run_1/m2.png
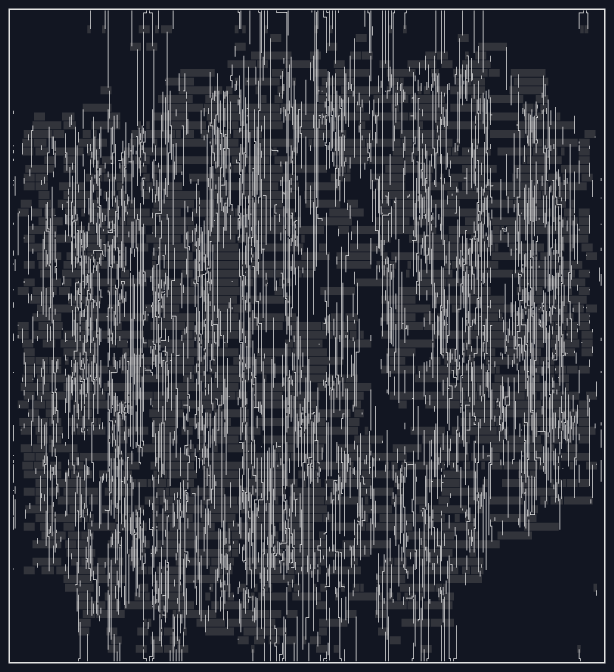
run_1/placed.png
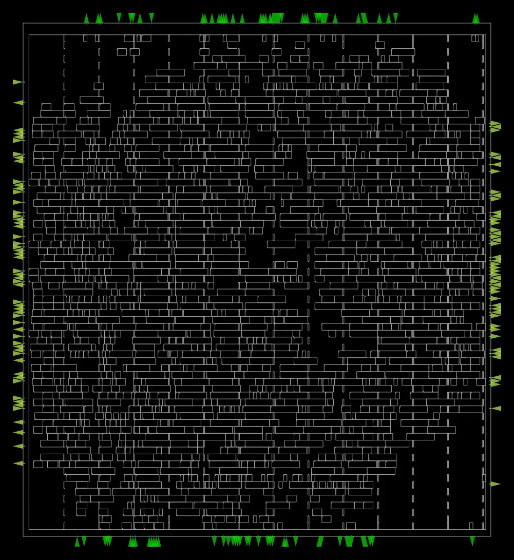
run_1/class_map.png
Bar = 50 um.
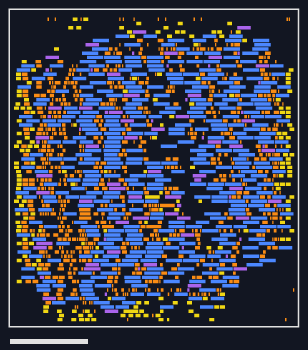
run_1/clock_wires.png
Bar = 50 um.
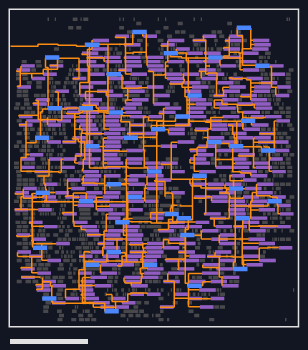
Design mips_fetch_unit, sky130hd; sources not shown.
==> results.toml, run 1 <==
# yosys + openroad results
[outcome]
status = "finished clean"

[global_routing]
met3_usage_pct = 3.59
grt_usage_pct = 21.6
grt_overflow = 0
grt_pass1_wl_um = 62700
grt_max_degree = 94

[power]
intPower_mw = 3.83
ir_drop_mv = 0.165
p_leak_nw = 6.87

[final_layout]
nNonClkInverters = 7
layoutNonFillerInstCount = 1895
final-clk-cell-share_pct = 7.00
area_growth_syn_to_layout_pct = 20.5
bufAreaShareNonClock_pct = 9.01
comb_cells = 750
mostFrequentLayoutCell = "edfxtp_1"

[place]
dp.cells = 1815

[cts]
clock-root-buffer = "clkbuf_16"
cts_buffer_depth = 3
cts_resized = 0

[timing]
slew-limit-headroom_pct = 28.8
worstMarginPinSlew_ns = 1.07
final_hold_viol_count = 0
fin_tns_setup_ns = 0

[setup_path]
path_cells = "clkdlybuf4s50_1 -> nand3b_1 -> xnor2_1 -> nor2_1 -> ha_1 -> inv_1 -> fa_1 -> xnor3_1 -> a31oi_4 -> buf_4 -> a31oi_1"
cp.depth = 11
regToRegSetupSlack_ns = 5.44
critPathMaxFanout = 93
cp.arrival_ns = 5.34
crit_path_top_delay_cell = "buf_4"

[job]
maxCapViolCount = 0

[floorplan]
die_w_um = 185

[synth]
yosysWarningCount = 0
mux_share_pct = 12.3
top_cell_area_share_pct = 45.3
edf_count = 256
synth-simple-area-share_pct = 9.70

[routing]
drt_first_pass_iters = 5
wl_per_cell_um = 21.2
drt.antenna.violating_nets = 0
Notes on m2.png above:
main direction: vertical
share of all routed wire: 49%
nets with wire on the layer: 1214
met2 GRT Util: 36.5%
drt total wl: 40200 um

Notes on placed.png above:
tap cells: 481
placeable core area: 35400 um^2

Notes on class_map.png above:
legend:
  blue:
    class: registers
    cells: 394
    share_of_their_area: 56%
  yellow:
    class: remaining buffers and delay cells
    cells: 185
    share_of_their_area: 9.3%
  orange:
    class: remaining logic cells
    cells: 757
    share_of_their_area: 27%
  purple:
    class: clock drivers and dummy loads
    cells: 77
    share_of_their_area: 7.2%
Cell Rows: 72
Design Area, Final: 20400 um^2
Seq/total area: 54.6%
Util after Layout: 57.7%

Notes on clock_wires.png above:
legend:
  purple:
    item: flip-flops
    count: 394
  blue:
    item: clock-net drivers
    count: 42
  orange:
    item: clock wires
    length: 4510 um
flops lie: widely spread
routed clock nets: 43
Worst Skew: 0.0254 ns
clock network fraction of total power: 28.4%
Clock Power: 1.70 mW
clk ins delay skew pair: 0.53 ns

run_1/gates.png
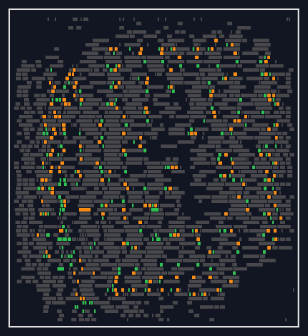

==> run 2: changes to the inputs <==
PLACE_DENSITY = 0.76   (was 0.73)
clock period = 4.31 ns   (was 9.42 ns; I/O delays follow)
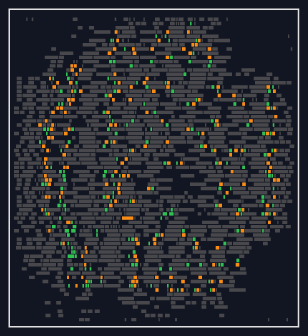
run_2/gates.png
legend:
  green:
    family: nand cells
    cells: 187
    where: widely spread
  orange:
    family: aoi and oai cells
    cells: 186
    where: widely spread
Top cell excl fill/tap: edfxtp_1
final non-filler cell total: 1905
Comb area share: 26.4%

==> results.toml, run 2 <==
# yosys + openroad results
[routing]
drt.antenna.violating_nets = 0
routed_wl_um = 40300

[floorplan]
die_w_um = 185
design.core.area_um2 = 35400
row_count = 72
taps = 481

[timing]
final_hold_viol_count = 0
slew-limit-headroom_pct = 36.9
fin_tns_setup_ns = 0
fin_worst_skew_ns = 0.0120

[cts]
cts_resized = 0

[global_routing]
met3_usage_pct = 3.61
grt_overflow = 0

[power]
p_clk_share_pct = 26.3
intPower_mw = 8.14

[final_layout]
nNonClkInverters = 7

[setup_path]
crit_path_top_delay_cell = "clkdlybuf4s50_1"

[place]
dp.cells = 1830

[synth]
mux_share_pct = 12.3
top_cell_area_share_pct = 45.3

[outcome]
status = "finished clean"
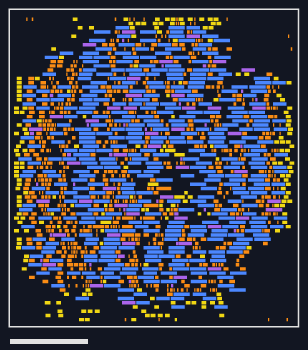
run_2/class_map.png
Bar = 50 um.
legend:
  blue:
    class: registers
    cells: 394
    share_of_their_area: 56%
  orange:
    class: remaining logic cells
    cells: 757
    share_of_their_area: 27%
  yellow:
    class: remaining buffers and delay cells
    cells: 198
    share_of_their_area: 9.9%
  purple:
    class: clock drivers and dummy loads
    cells: 75
    share_of_their_area: 6.5%
Util after Layout: 57.7%
Design Area, Final: 20400 um^2
Seq/total area: 54.6%

run_2/m2.png
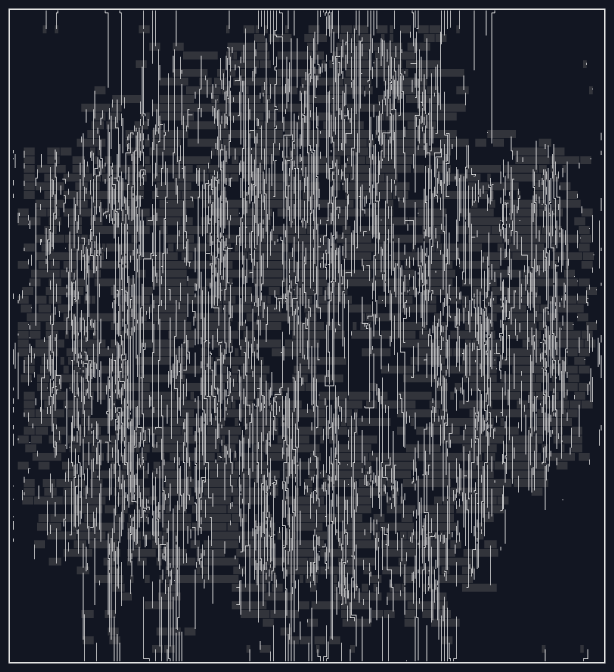

==> run 3: changes to the inputs <==
PLACE_DENSITY = 0.73   (was 0.76)
clock period = 3.4 ns   (was 4.31 ns; I/O delays follow)
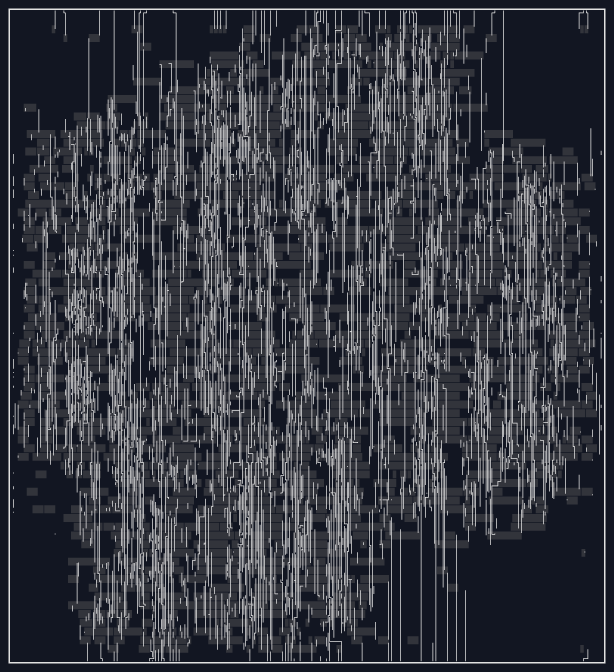
run_3/m2.png
longest straight run: 59.8 um
main direction: vertical
wire length on this layer: 20.2 mm
nets with wire on the layer: 1223
share of all routed wire: 50%
drt total wl: 40600 um
via count: 11.1k
met2 GRT Util: 36.3%

==> results.toml, run 3 <==
# yosys + openroad results
[final_layout]
nNonClkInverters = 7
mostFrequentLayoutCell = "edfxtp_1"
comb_area_share_pct = 26.3
fin_area_um2 = 20400
layoutNonFillerInstCount = 1902
comb_cells = 750

[floorplan]
row_count = 72
design.core.area_um2 = 35400

[timing]
final_hold_viol_count = 0
fin_worst_skew_ns = 0.0142
fin_tns_setup_ns = 0

[global_routing]
grt_overflow = 0

[synth]
top_cell_area_share_pct = 45.3
ys_seq_share_pct = 65.7
mux_share_pct = 12.3

[routing]
drt.antenna.violating_nets = 0

[setup_path]
crit_path_top_delay_cell = "clkdlybuf4s50_1"

[place]
io_buffers = 166

[power]
intPower_mw = 10.3

[cts]
post_cts_buffers = 0

[outcome]
status = "finished clean"
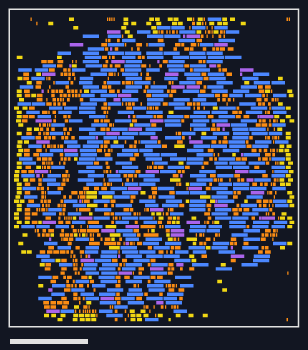
run_3/class_map.png
Bar = 50 um.
legend:
  blue:
    class: registers
    cells: 394
    share_of_their_area: 56%
  purple:
    class: clock drivers and dummy loads
    cells: 72
    share_of_their_area: 6.3%
  yellow:
    class: remaining buffers and delay cells
    cells: 198
    share_of_their_area: 10%
  orange:
    class: remaining logic cells
    cells: 757
    share_of_their_area: 27%
Util after Layout: 57.7%
Seq/total area: 54.5%

Power and IR drop assume default switching activity.
